**src/rtl/ordered_dither_pkg.sv**
```systemverilog
// Shared mode encoding, Bayer threshold lookups and offset scaling for the ordered dither stage.
package ordered_dither_pkg;

    localparam int POS_BITS = 16;

    typedef enum logic [1:0] {
        MODE_TRUNC     = 2'd0,
        MODE_BAYER4    = 2'd1,
        MODE_BAYER8    = 2'd2,
        MODE_TRUNC_ALT = 2'd3
    } mode_e;

    localparam logic [3:0] BAYER4 [4][4] = '{
        '{4'd0,  4'd8,  4'd2,  4'd10},
        '{4'd12, 4'd4,  4'd14, 4'd6},
        '{4'd3,  4'd11, 4'd1,  4'd9},
        '{4'd15, 4'd7,  4'd13, 4'd5}
    };

    function automatic logic [3:0] bayer4(input logic [1:0] row, input logic [1:0] col);
        return BAYER4[row][col];
    endfunction

    // Recursive extension: 4*M4[r%4][c%4] + M2[r/4][c/4], where M2 = {{0,2},{3,1}}.
    function automatic logic [5:0] bayer8(input logic [2:0] row, input logic [2:0] col);
        logic [1:0] quad;
        quad = {row[2] ^ col[2], row[2]};
        return {bayer4(row[1:0], col[1:0]), quad};
    endfunction

    // Scales a threshold in 0..2^log2nn-1 onto 0..2^sh-1.
    function automatic int unsigned offset_scale(input int unsigned m, input int unsigned sh,
                                                 input int unsigned log2nn);
        return (m << sh) >> log2nn;
    endfunction

    function automatic int unsigned dither_offset(input mode_e md, input logic [2:0] row,
                                                  input logic [2:0] col, input int unsigned sh);
        int unsigned off;
        off = 0;
        case (md)
            MODE_BAYER4: off = offset_scale(32'(bayer4(row[1:0], col[1:0])), sh, 4);
            MODE_BAYER8: off = offset_scale(32'(bayer8(row, col)), sh, 6);
            default:     off = 0;
        endcase
        return off;
    endfunction

endpackage

```
**src/rtl/dither_lane.sv**
```systemverilog
// One pixel of the dither pipeline: registered sum (S1), then shift and saturate into the output (S2).
module dither_lane
    import ordered_dither_pkg::*;
#(
    parameter int IN_BITS  = 8,
    parameter int OUT_BITS = 4
) (
    input  logic                clk,
    input  logic                rst,
    input  logic                en,
    input  logic [IN_BITS-1:0]  pix,
    input  logic [IN_BITS-1:0]  offset,
    output logic [OUT_BITS-1:0] q
);
    localparam int unsigned SH = IN_BITS - OUT_BITS;
    localparam logic [IN_BITS:0] LIMIT = (IN_BITS + 1)'((1 << OUT_BITS) - 1);

    logic [IN_BITS:0]    sum_q;
    logic [IN_BITS:0]    shifted;
    logic [OUT_BITS-1:0] sat;

    // The extra sum bit catches carry-out so bright pixels clamp instead of wrapping to black.
    assign shifted = sum_q >> SH;
    assign sat     = (shifted > LIMIT) ? '1 : shifted[OUT_BITS-1:0];

    // NOTE: state is updated with <= so every register samples pre-edge values, avoiding
    // simulation races and matching the flops synthesis builds; data registers are reset
    // too because the output must read zero after reset, not whatever was in flight.
    always_ff @(posedge clk) begin
        if (rst) begin
            sum_q <= '0;
            q     <= '0;
        end else if (en) begin
            sum_q <= {1'b0, pix} + {1'b0, offset};
            q     <= sat;
        end
    end

endmodule

```
**src/rtl/ordered_dither_stream.sv**
```systemverilog
// Ordered-dither stream stage: tracks screen position, selects a Bayer offset per lane and
// quantises through a two-stage stalled pipeline. Optional macro: ORDERED_DITHER_TEMPORAL_EN.
module ordered_dither_stream
    import ordered_dither_pkg::*;
#(
    parameter int PIXELS   = 4,
    parameter int IN_BITS  = 8,
    parameter int OUT_BITS = 4
) (
    input  logic                       clk,
    input  logic                       rst,
    input  logic [1:0]                 mode,
    input  logic                       s_valid,
    output logic                       s_ready,
    input  logic [PIXELS*IN_BITS-1:0]  s_data,
    input  logic                       s_sol,
    input  logic                       s_sof,
    output logic                       m_valid,
    input  logic                       m_ready,
    output logic [PIXELS*OUT_BITS-1:0] m_data
);
    localparam int unsigned SH = IN_BITS - OUT_BITS;

    logic                advance;
    logic                accept;
    logic                s1_valid;
    logic [POS_BITS-1:0] xbeat_q;
    logic [POS_BITS-1:0] y_q;
    logic [POS_BITS-1:0] beat_x;
    logic [POS_BITS-1:0] beat_y;
    mode_e               mode_q;
    mode_e               beat_mode;
    logic [2:0]          frame_f;

    // One global enable: the whole pipe moves together or holds together.
    assign advance = !m_valid || m_ready;
    assign s_ready = advance;
    assign accept  = s_valid && advance;

    // Position and mode of the beat being offered, before the counters absorb it.
    assign beat_x    = s_sol ? '0 : xbeat_q;
    assign beat_y    = s_sof ? '0 : (s_sol ? y_q + POS_BITS'(1) : y_q);
    assign beat_mode = s_sof ? mode_e'(mode) : mode_q;

`ifdef ORDERED_DITHER_TEMPORAL_EN
    logic [2:0] frame_q;

    // The s_sof beat itself still sees the previous frame's value.
    always_ff @(posedge clk) begin
        if (rst) begin
            frame_q <= '0;
        end else if (accept && s_sof) begin
            frame_q <= frame_q + 3'd1;
        end
    end

    assign frame_f = frame_q;
`else
    assign frame_f = 3'd0;
`endif

    for (genvar i = 0; i < PIXELS; i++) begin : g_lane
        logic [2:0]         row8;
        logic [2:0]         col8;
        logic [IN_BITS-1:0] offset;

        // Only the low three position bits matter, since N divides 8.
        assign row8   = beat_y[2:0] + frame_f;
        assign col8   = beat_x[2:0] * 3'(PIXELS) + 3'(i) + {frame_f[1:0], 1'b0};
        assign offset = IN_BITS'(dither_offset(beat_mode, row8, col8, SH));

        dither_lane #(
            .IN_BITS  (IN_BITS),
            .OUT_BITS (OUT_BITS)
        ) u_lane (
            .clk    (clk),
            .rst    (rst),
            .en     (advance),
            .pix    (s_data[i*IN_BITS +: IN_BITS]),
            .offset (offset),
            .q      (m_data[i*OUT_BITS +: OUT_BITS])
        );
    end

    always_ff @(posedge clk) begin
        if (rst) begin
            s1_valid <= 1'b0;
            m_valid  <= 1'b0;
            xbeat_q  <= '0;
            y_q      <= '0;
            mode_q   <= MODE_BAYER4;
        end else begin
            if (advance) begin
                s1_valid <= s_valid;
                m_valid  <= s1_valid;
            end
            if (accept) begin
                xbeat_q <= beat_x + POS_BITS'(1);
                y_q     <= beat_y;
                if (s_sof) begin
                    mode_q <= beat_mode;
                end
            end
        end
    end

endmodule

```
**config.mk**
```make
export PLATFORM = sky130hd
export DESIGN_NAME = ordered_dither_stream
export DESIGN_NICKNAME = d
export VERILOG_FILES = /design/src/rtl/ordered_dither_pkg.sv /design/src/rtl/dither_lane.sv /design/src/rtl/ordered_dither_stream.sv
export SDC_FILE = /design/constraint.sdc
export NUM_CORES = 1
export LEC_CHECK = 0
export ABC_AREA = 1
export CORE_ASPECT_RATIO = 0.6
export CORE_MARGIN = 5
export CORE_UTILIZATION = 53
export CTS_CLUSTER_SIZE = 25
export DETAILED_ROUTE_END_ITERATION = 12
export GPL_ROUTABILITY_DRIVEN = 0
export PLACE_DENSITY = 0.85
export SLEW_MARGIN = 5
export SYNTH_ARGS = -nofsm -noshare
export SYNTH_HDL_FRONTEND = slang
export SYNTH_SLANG_ARGS = --single-unit
```
**constraint.sdc**
```tcl
create_clock -name clk -period 6.4 [get_ports clk]
set_input_delay 1.28 -clock clk [delete_from_list [all_inputs] [get_ports clk]]
set_output_delay 1.28 -clock clk [all_outputs]
set_load 0.02 [all_outputs]
```
### Sequential cells grouped by signal name, run 1

Scale bar: 20 µm. Other sequential cells in the stronger gray, the rest of the logic in the fainter gray.
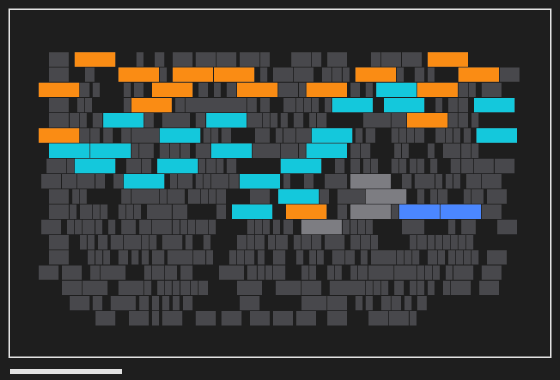
- mode_q: blue (placed flops 2)
- g_lane.u_lane.sum_q: cyan (placed flops 20)
- g_lane.u_lane.q: orange (placed flops 16)
- not colored: 4

### Close-up of the layout, run 1

Scale bar: 10 µm. Window x 12 to 37, y 3 to 28 µm. Cells in gray, sequential cells in the stronger gray; small squares are vias.
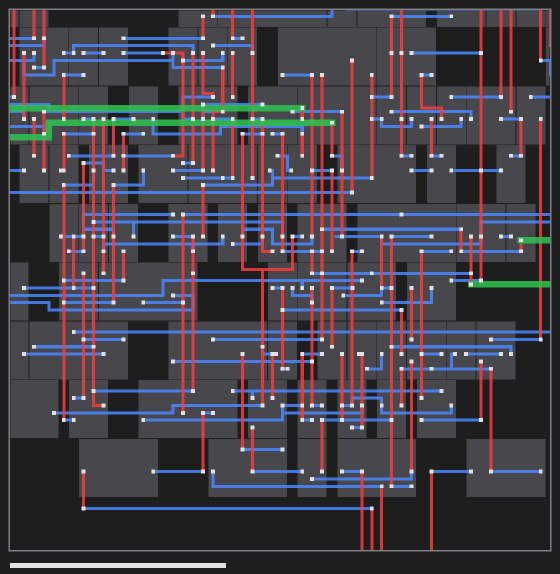
- M3: green
- M1: blue
- M2: red
- most frequent: nand2_1 (20), clkdlybuf4s50_1 (7)
- sequential cells in the window: 0
- cells with their middle in the window: 68

### Port wiring, run 1

Scale bar: 20 µm.
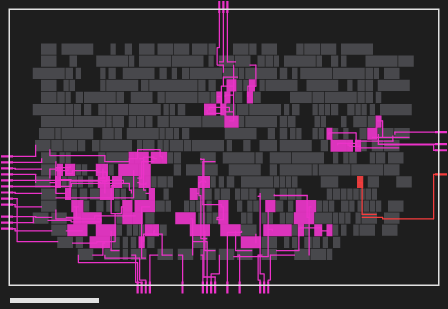
- s_data: magenta (direction input; edge 14 bottom, 12 left, 3 right, 3 top; end cells 62; buffers 32; wire 885 µm)
- s_valid: red (direction input; edge right; end cells 1; buffers 1; wire 38.4 µm)

### Selected gate families, run 1

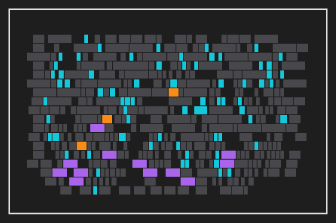
- nor cells: cyan (cells 69)
- fa/ha/maj cells: purple (cells 12)
- xor and xnor cells: orange (cells 3)

==> ci_impl_report.md, run 1 <==
## PnR job results

| Metric | Value |
|---|---|
| Worst setup SP type | `primary input` |
| Share of async-settable or async-resettable flops after synthesis | `0` |
| Drt via density | `5.23` |
| Simple-Gate Area Share | `0.321` |
| Register bit count reported by yosys | `42` |
| Global routing usage summed across all routing layers | `0.197` |
| Number of optimization iterations in the first detailed-route pass | `5` |
| Hold Path Stages | `2` |
| Die outline height | `slightly above 60 µm` |
| Chip Width | `slightly below 100 µm` |
| Core box area | `roughly 4200 µm²` |
| Crit share post-route | `0.629` |
| CTS sink count | `about 42` |
| Leading cell types by count after synthesis | `sky130_fd_sc_hd__nand2_1, sky130_fd_sc_hd__nor2_1, sky130_fd_sc_hd__dfxtp_1` |
| Buffers added on ports | `roughly 57` |
| Placed standard-cell area | `2990 µm²` |
| Maximum fanout encountered on the critical timing path | `27` |
| Utilization after layout | `0.736` |
| Peak clock frequency supported by timing | `between 200 and 250 MHz` |
| Remaining routing DRC violations | `0` |
| Gate family responsible for the most delay along the worst path | `buffers and inverters` |
| Cell Chain, Critical Path | `clkdlybuf4s50_1, nor2_2, buf_4, inv_1, clkdlybuf4s50_1` |
| Result of the run | `finished clean` |
[run 1: power by group through the flow]
stage | Clock (µW) | Combinational [µW] | Sequential, µW
detailed placement | 0 | 152 | 297
finish | 208 | 153 | 291
floorplan | 0 | 79.6 | 305
global route | 226 | 171 | 294
CTS | 211 | 153 | 291
global placement | 0 | 148 | 297
[run 1: cell type report]
type,instances,area [µm²],share of cell area
clock inverter,1,30.0,0.00969
sequential,42,841,0.271
timing repair buffer,59,586,0.189
multi-input combinational,253,1320,0.426
inverter,44,165,0.0533
clock buffer,6,82.6,0.0266
tap,60,75.1,0.0242
[run 1: metal layers]
metal  wire [µm]  vias to the layer above  GRT usage
met1        2660                     1098      0.249
met4          70                        0     0.0459
met2        2460                       75      0.340
li1            -                     1246          -
met5           0                        -          0
met3         381                       11     0.0542
## Run 2: what changed since run 1
CORE_UTILIZATION = 49   (was 53)
PLACE_DENSITY = 0.79   (was 0.85)
clock period = 4 ns   (was 6.4 ns; I/O delays follow)
### Routing congestion map, run 2

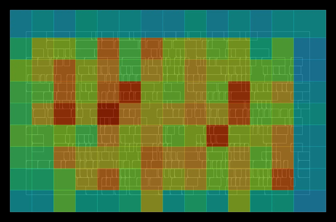
global routing usage summed across all routing layers: 0.185
fraction of met3 tracks used by global routing: 0.0500
grt met1 use: 0.240

==> run 2 against run 1 <==
First-iteration DRC count increased by 18%. Critical path type is now in2reg. Non-clock buffer count unchanged. Sequential share of layout area decreased by 0.25 points. Critical endpoint is now g_lane[2].u_lane.sum_q[5]. Synthesized cell count unchanged.
==> ci_impl_report.md, run 2 <==
## PnR job results

| Metric | Value |
|---|---|
| Routing usage on met2 | `0.310` |
| Wire length on met1 | `2800 µm` |
| Main power group | `registers` |
| Die outline height | `63.9 µm` |
| Maximum fanout encountered on the critical timing path | `9` |
| Gate family responsible for the most delay along the worst path | `simple AND/OR/NAND/NOR gates` |
| CTS sink count | `42` |
| Worst setup SP type | `primary input` |
| Remaining routing DRC violations | `0` |
| Number of optimization iterations in the first detailed-route pass | `5` |
| Setup slack at placement | `slightly below 0.5 ns` |
| Clock insertion delay at the later pin of the skew report | `0.30 ns` |
| Placed standard-cell area | `2990 µm²` |
| Result of the run | `finished clean` |
| Highest-utilization routing layer at the global route stage | `met2` |
| Buffers added on ports | `57` |
| Antenna violation net count after detailed routing | `0` |
| Utilization after layout | `0.675` |
| Combined area of all synthesized cells | `2380 µm²` |
| Sequential-cell power consumption | `467 µW` |
| Power consumed by combinational cells | `246 µW` |
| Share of async-settable or async-resettable flops after synthesis | `0` |
| Core box area | `between 4000 and 5000 µm²` |
| Synthesized-area fraction occupied by xor and xnor cells | `0.0111` |
| Simple-Gate Area Share | `0.321` |
| Drt via density | `approximately 5.2` |
| Number of cells upsized or downsized after cts | `0` |
| Chip Width | `between 90 and 100 µm` |
| Crit share post-route | `0.811` |
| Leading cell types by count after synthesis | `sky130_fd_sc_hd__nand2_1, sky130_fd_sc_hd__nor2_1, sky130_fd_sc_hd__dfxtp_1` |
| Number of placement rows | `19` |
| Met2 layer wire length in the routed design | `2730 µm` |
-- run 2: netlist changes by cell type in the layout (fill, tap and decap cells not counted), sizes merged --
cell    change
clkinv      +1
clkbuf      -1
bufinv      +1
-- run 2: path summary, 6_finish.rpt --
path | from | to | slack, ns | depth (start not counted)
worst max-delay path | s_sof | g_lane[2].u_lane.sum_q[5] | 0.76 | 17
worst min-delay path | s1_valid | s1_valid | 0.48 | 2
worst max register to register | y_q[0] | g_lane[2].u_lane.sum_q[5] | 1.53 | 13
worst min register to register | s1_valid | s1_valid | 0.48 | 2
-- run 2: final cells by class --
cell class	count	area, µm²	share of cell area
multi-input combinational	253	1320	0.422
tap	63	78.8	0.0252
inverter	44	165	0.0528
clock inverter	3	68.8	0.0220
timing repair buffer	59	586	0.187
sequential	42	841	0.269
clock buffer	5	68.8	0.0220
Power and IR drop assume default switching activity.
